`src/rtl/cpu_rf.sv`:
```
// Tiny von Neumann CPU: register file, Z/C flags, conditional branches and a
// wait-state handshake on one shared bus with combinational read data.
module cpu_rf #(
    parameter int                    addr_width = 8,
    parameter int                    data_width = 8,
    parameter int                    num_regs   = 4,
    parameter logic [addr_width-1:0] reset_pc   = '0
) (
    input  logic                  clk,
    input  logic                  rst_n,
    output logic                  write,
    output logic [addr_width-1:0] addr,
    output logic [data_width-1:0] wdata,
    input  logic [data_width-1:0] rdata,
    input  logic                  mem_ready,
    output logic                  halted
);

    localparam int rw = $clog2(num_regs);

    if (data_width < 4 + 2 * rw) begin : g_width_check
        $error("cpu_rf: data_width too small to hold opcode and register fields");
    end

    localparam logic [3:0] OP_LDI = 4'd1, OP_LD = 4'd2, OP_ST = 4'd3, OP_MOV = 4'd4;
    localparam logic [3:0] OP_ADD = 4'd5, OP_SUB = 4'd6, OP_MUL = 4'd7, OP_DIV = 4'd8;
    localparam logic [3:0] OP_AND = 4'd9, OP_OR = 4'd10, OP_XOR = 4'd11;
    localparam logic [3:0] OP_JMP = 4'd12, OP_JZ = 4'd13, OP_JNZ = 4'd14, OP_HALT = 4'd15;

    typedef enum logic [2:0] {S_FETCH, S_OPERAND, S_LOAD, S_STORE, S_HALT} state_t;

    state_t                state, state_next;
    logic [addr_width-1:0] pc, ea, pc_inc;
    logic [3+rw:0]         ir;
    logic [data_width-1:0] regs [num_regs];
    logic                  flag_z, flag_c;

    logic [3:0]            f_op, x_op;
    logic [rw-1:0]         f_rd, f_rs, x_rd;
    logic                  f_two_word, f_alu;
    logic [data_width:0]   alu_out;

    // Returns {carry, result}; carry is borrow for SUB and high-half-nonzero for MUL.
    function automatic logic [data_width:0] alu(input logic [3:0] op,
                                                input logic [data_width-1:0] a,
                                                input logic [data_width-1:0] b);
        logic [2*data_width-1:0] prod;
        logic [data_width:0]     r;
        prod = {{data_width{1'b0}}, a} * {{data_width{1'b0}}, b};
        r = '0;
        case (op)
            OP_ADD:  r = {1'b0, a} + {1'b0, b};
            OP_SUB:  r = {(a < b), a - b};
            OP_MUL:  r = {(|prod[2*data_width-1:data_width]), prod[data_width-1:0]};
            OP_DIV:  r = (b == '0) ? {1'b1, {data_width{1'b1}}} : {1'b0, a / b};
            OP_AND:  r = {1'b0, a & b};
            OP_OR:   r = {1'b0, a | b};
            OP_XOR:  r = {1'b0, a ^ b};
            default: r = '0;
        endcase
        return r;
    endfunction

    // Single-word instructions are decoded straight off the bus during FETCH.
    assign f_op       = rdata[3:0];
    assign f_rd       = rdata[4+:rw];
    assign f_rs       = rdata[4+rw+:rw];
    assign x_op       = ir[3:0];
    assign x_rd       = ir[4+:rw];
    assign f_two_word = f_op inside {OP_LDI, OP_LD, OP_ST, OP_JMP, OP_JZ, OP_JNZ};
    assign f_alu      = (f_op >= OP_ADD) && (f_op <= OP_XOR);
    assign alu_out    = alu(f_op, regs[f_rd], regs[f_rs]);
    assign pc_inc     = pc + addr_width'(1);

    always_comb begin
        state_next = state;
        addr       = pc;
        write      = 1'b0;
        wdata      = '0;
        halted     = 1'b0;
        case (state)
            S_FETCH: begin
                if (mem_ready) begin
                    if (f_op == OP_HALT)  state_next = S_HALT;
                    else if (f_two_word)  state_next = S_OPERAND;
                end
            end
            S_OPERAND: begin
                if (mem_ready) begin
                    if (x_op == OP_LD)      state_next = S_LOAD;
                    else if (x_op == OP_ST) state_next = S_STORE;
                    else                    state_next = S_FETCH;
                end
            end
            S_LOAD: begin
                addr = ea;
                if (mem_ready) state_next = S_FETCH;
            end
            S_STORE: begin
                addr  = ea;
                write = 1'b1;
                wdata = regs[x_rd];
                if (mem_ready) state_next = S_FETCH;
            end
            S_HALT:  halted = 1'b1;
            default: state_next = S_FETCH;
        endcase
    end

    always_ff @(posedge clk or negedge rst_n) begin
        if (!rst_n) begin
            state  <= S_FETCH;
            pc     <= reset_pc;
            ir     <= '0;
            ea     <= '0;
            flag_z <= 1'b0;
            flag_c <= 1'b0;
            for (int i = 0; i < num_regs; i++) regs[i] <= '0;
        end else begin
            state <= state_next;
            if (mem_ready) begin
                case (state)
                    S_FETCH: begin
                        pc <= pc_inc;
                        ir <= rdata[3+rw:0];
                        if (f_op == OP_MOV) regs[f_rd] <= regs[f_rs];
                        if (f_alu) begin
                            regs[f_rd] <= alu_out[data_width-1:0];
                            flag_c     <= alu_out[data_width];
                            flag_z     <= (alu_out[data_width-1:0] == '0);
                        end
                    end
                    S_OPERAND: begin
                        case (x_op)
                            OP_LDI: begin
                                regs[x_rd] <= rdata;
                                pc         <= pc_inc;
                            end
                            OP_JMP:  pc <= addr_width'(rdata);
                            OP_JZ:   pc <= flag_z ? addr_width'(rdata) : pc_inc;
                            OP_JNZ:  pc <= flag_z ? pc_inc : addr_width'(rdata);
                            default: begin
                                ea <= addr_width'(rdata);
                                pc <= pc_inc;
                            end
                        endcase
                    end
                    S_LOAD:  regs[x_rd] <= rdata;
                    default: ;
                endcase
            end
        end
    end

endmodule
```
`config.mk`:
```
export PLATFORM = sky130hd
export DESIGN_NAME = cpu_rf
export DESIGN_NICKNAME = d
export VERILOG_FILES = /design/src/rtl/cpu_rf.sv
export SDC_FILE = /design/constraint.sdc
export NUM_CORES = 1
export LEC_CHECK = 0
export CAP_MARGIN = 10
export CORE_MARGIN = 1.5
export CORE_UTILIZATION = 58
export CTS_BUF_LIST = sky130_fd_sc_hd__clkbuf_4
export CTS_CLUSTER_SIZE = 10
export DETAILED_ROUTE_END_ITERATION = 8
export PLACE_DENSITY = 0.79
export SLEW_MARGIN = 40
export SYNTH_ARGS = -nofsm -noshare
export SYNTH_HDL_FRONTEND = slang
export SYNTH_SLANG_ARGS = --single-unit
```
`constraint.sdc`:
```
create_clock -name clk -period 11.78 [get_ports clk]
set_input_delay 2.945 -clock clk [delete_from_list [all_inputs] [get_ports clk]]
set_output_delay 2.945 -clock clk [all_outputs]
set_load 0.01 [all_outputs]
```
==> results.yml, run 1 <==
# synthesis and place-and-route metrics
clock_tree:
  clock_sinks: 58
  cts_buffers: 9
  root_buffer: "clkbuf_4"
  clk_latency_ps: 420
  hold_buffers: 0
  cts_tree: "built"
  postCtsSetupBuffers: 29
  cts-resized-gates: 37
  htreeDepth: 3
  clk_path_buf_depth: 2
final_timing:
  max_freq_mhz: 77.0
  setup_viol: 9
  worst_slack_ps: -1200
  whs_ps: 518
  finalHoldViolCount: 0
  drv_slew: 0
  max-slew-margin-rel_pct: 45.6
  tightest_slew_ps: 815
  rsz0062_at_grt: "yes"
  skew_ps: 13.4
  fin_tns_setup_ps: -7450
logic_synthesis:
  synth.distinct_cells: 71
  top_area_cell: "dfrtp_1"
  synthCells: 939
  simple_gate_share_pct: 19.1
  synthTopCellsByArea: "dfrtp_1, ha_1, mux4_2"
  synth_top_flop_cell: "dfrtp_1"
  syn-cell-area_sq_um: 7740
  adder_share_pct: 16.3
  mux_share_pct: 16.5
  common_cells: "nand2_1, nor2_1, ha_1"
  numSynthFlops: 58
  xor_area_share_pct: 3.69
  aoi_share_pct: 20.4
  synth.avg_cell_area_sq_um: 8.24
  synth.comb.largest_family: "AND-OR/OR-AND gates"
min_path:
  whs_endpoint: "ea[4]"
  holdPathStages: 1
detailed_routing:
  wl_per_cell_microns: 20.9
  route.met2.wl_microns: 12200
  wl_microns: 26300
  via_count: 8181
  via_per_inst: 6.52
  drt-met1-wl_microns: 9910
  ant_nets: 0
  drtIter0Drc: 920
  drc: 1
  dr.pass1.iters: 9
global_route:
  top_usage_layer: "met2"
  grt_pass1_vias: 7666
  gr-usage-met1_pct: 47.1
  grt_max_degree: 59
  grt_usage_pct: 36.0
die:
  rows: 42
  io_pins: 29
  die_area_sq_um: 14000
  taps: 176
  core_sq_um: 13100
worst_setup_path:
  regToRegSetupSlack_ps: 980
  critical_path.max_stage_delay_ps: 580
  crit_family: "AND-OR/OR-AND gates"
  endpoint: "regs[24]"
  rr_worst_depth: 50
  crit_path_start: "rdata[4]"
  cp_common_cell: "o21a_1"
  crit_path_end_kind: "flop"
  cp.depth: 48
  required_ps: 12090
  cp_slowest_cell: "mux4_2"
  critical_path_buf_inv_count: 3
  cp.arrival_ps: 13290
  timing.rr.end: "regs[24]"
  crit_path_max_fanout: 8
  path_class: "primary input to flop"
  worstReg2RegStart: "regs[5]"
finish:
  inverters: 51
  diodes: 1
  finalNonFillerCells: 1254
  seq_share_pct: 14.8
  fin_area_sq_um: 9820
  regArea_sq_um: 1450
  finish.utilization_pct: 74.8
  layout_top_cell: "buf_4"
  n_all_buffers: 172
  largest_register_ffs: 32
  flops: 58
  drive_gt1_share_pct: 29.2
  logic_gate_count: 782
  nNetsFinal: 1178
  largest_class: "logic gates"
  regMostFlops: "regs"
  clock_area_share_pct: 1.41
  comb_share_pct: 65.5
place:
  dp_cells: 1193
  io_buffers: 28
  dp_hpwl_microns: 17700
  dpl_worst_slack_ps: -2060
flow_run:
  cap_viol_max_count: 0
  openroad.warnings: 42
run_status:
  violations: "design-rule violations, negative setup slack"
  status: "finished with violations"
==> run_1/port_nets.png <==
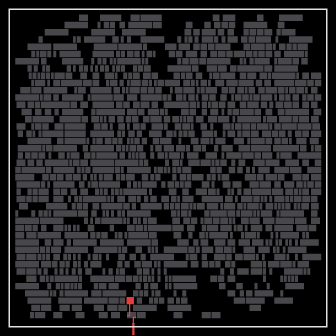
color	port	bits	direction	edge	end cells	buffers	wire
red	halted	1	output	bottom	1	1	10.4 microns

==> run_1/met3.png <==
Bar = 20 microns.
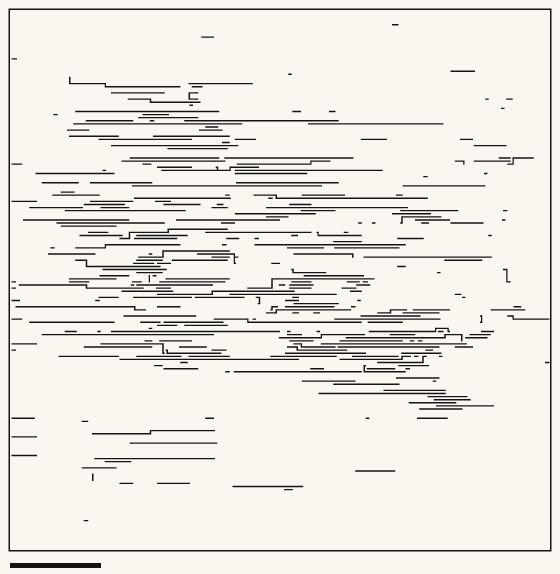
longest straight run	41.4 microns
nets with wire on the layer	154

==> run_1/density.png <==
The die is cut into 12 by 12 equal tiles; black is low, pale yellow is high, 0 to 100% covered.
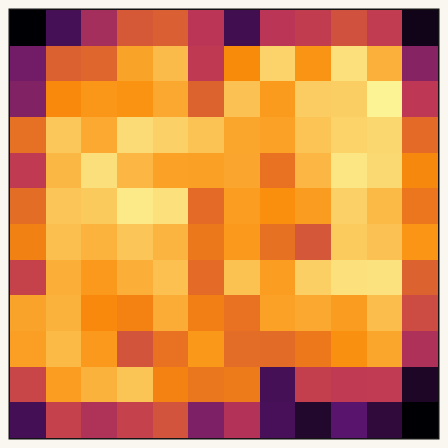
tiles over 75% full	52%
emptiest ninth of the die	bottom right
mean over tiles	68%

==> run_1/gate_families.png <==
Bar = 20 microns.
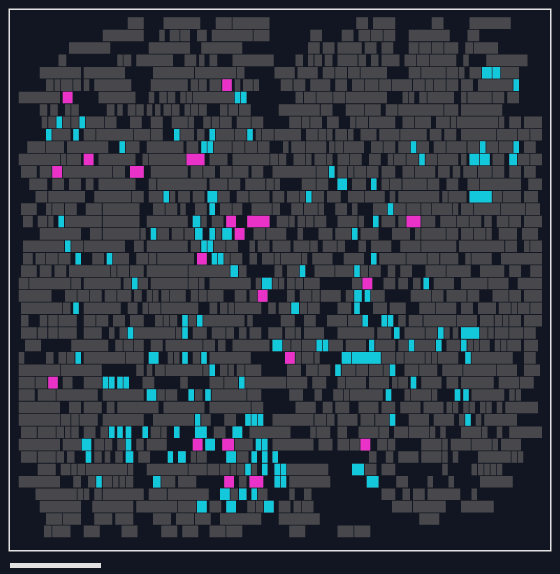
color	family	cells	most used
cyan	NAND gates	139	nand2_1
magenta	AND and OR gates	20	and2_1

==> run_1/final_placement.png <==
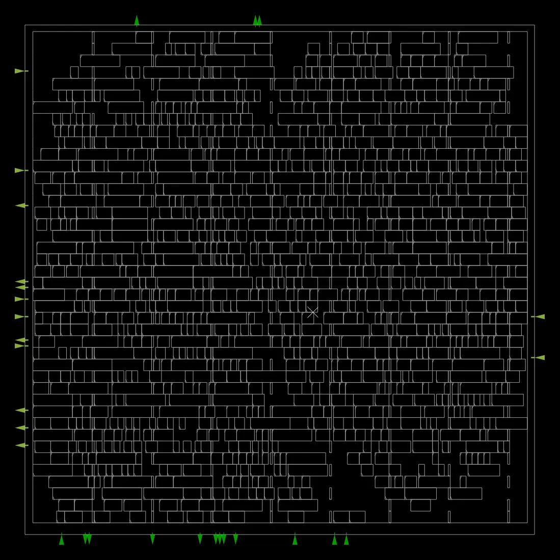

==> run 2: changes to the inputs <==
--- a/config.mk
+++ b/config.mk
@@ -6,9 +6,7 @@
 export NUM_CORES = 1
 export LEC_CHECK = 0
 export CAP_MARGIN = 10
-export CORE_MARGIN = 1.5
 export CORE_UTILIZATION = 58
-export CTS_BUF_LIST = sky130_fd_sc_hd__clkbuf_4
 export CTS_CLUSTER_SIZE = 10
 export DETAILED_ROUTE_END_ITERATION = 8
 export PLACE_DENSITY = 0.79
==> run_2/final_placement.png <==
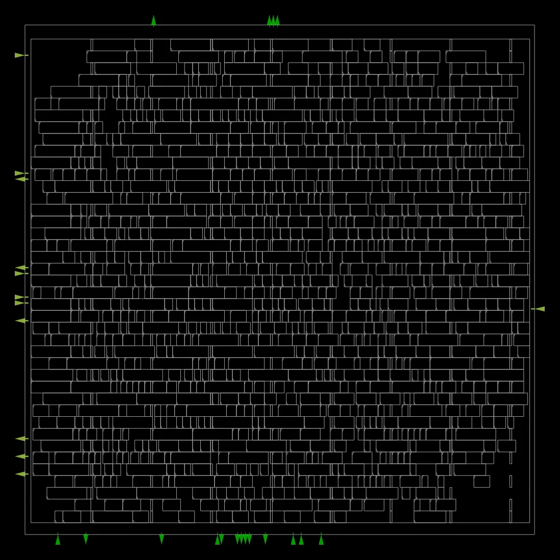
core area: 12800 sq um
Flops: 58
Rows: 41
Finished Layout Cells: 1269
Fillers: 803

==> results.yml, run 2 <==
# synthesis and place-and-route metrics
finish:
  drive_gt1_share_pct: 31.6
  comb_share_pct: 63.4
  inverters: 51
  clock_area_share_pct: 3.44
  largest_class: "logic gates"
  regMostFlops: "regs"
  logic_gate_count: 782
  n_all_buffers: 191
  diodes: 0
  seq_share_pct: 14.1
  nNetsFinal: 1197
  largest_register_ffs: 32
  layout_top_cell: "buf_4"
global_route:
  grt_usage_pct: 40.1
  top_usage_layer: "met2"
final_timing:
  drv_slew: 0
  tightest_slew_ps: 835
  rsz0062_at_grt: "yes"
  worst_slack_ps: -1080
  max-slew-margin-rel_pct: 43.9
  fin_tns_setup_ps: -6620
  skew_ps: 7.60
  setup_viol: 9
  finalHoldViolCount: 0
place:
  dpl_worst_slack_ps: -2030
  dp_cells: 1190
  dp_hpwl_microns: 17600
clock_tree:
  root_buffer: "clkbuf_16"
  htreeDepth: 3
  clock_sinks: 58
  postCtsSetupBuffers: 58
  cts-resized-gates: 54
  cts_tree: "built"
  cts_buffers: 9
  clk_latency_ps: 330
  hold_buffers: 0
  clk_path_buf_depth: 2
worst_setup_path:
  path_class: "primary input to flop"
  rr_worst_depth: 55
  crit_path_end_kind: "flop"
  critical_path_buf_inv_count: 10
  critical_path.max_stage_delay_ps: 530
  cp_common_cell: "buf_4"
  timing.rr.end: "regs[8]"
  regToRegSetupSlack_ps: 1190
  worstReg2RegStart: "regs[5]"
  cp_slowest_cell: "mux4_2"
  cp.arrival_ps: 13120
  crit_path_max_fanout: 8
  cp.depth: 56
  endpoint: "regs[8]"
  required_ps: 12050
flow_run:
  cap_viol_max_count: 0
  openroad.warnings: 42
logic_synthesis:
  mux_share_pct: 16.5
  top_area_cell: "dfrtp_1"
  synthCells: 939
  aoi_share_pct: 20.4
  adder_share_pct: 16.3
  syn-cell-area_sq_um: 7740
  synth.avg_cell_area_sq_um: 8.24
  synth.distinct_cells: 71
  synth.comb.largest_family: "AND-OR/OR-AND gates"
  synth_top_flop_cell: "dfrtp_1"
  xor_area_share_pct: 3.69
  numSynthFlops: 58
detailed_routing:
  via_per_inst: 6.80
  drc: 0
  wl_microns: 28400
  ant_nets: 0
  drt-met1-wl_microns: 10200
  route.met2.wl_microns: 13100
min_path:
  holdPathStages: 1
  whs_endpoint: "ea[3]"
die:
  die_area_sq_um: 13800
  io_pins: 29
run_status:
  status: "finished with violations"
  violations: "negative setup slack"
==> run_2/port_nets.png <==
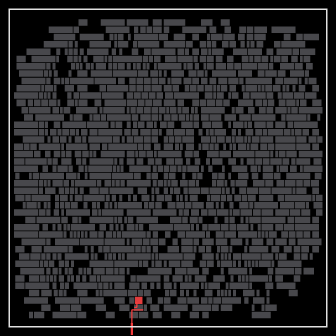
color	port	bits	direction	edge	end cells	buffers	wire
red	halted	1	output	bottom	1	1	12.8 microns

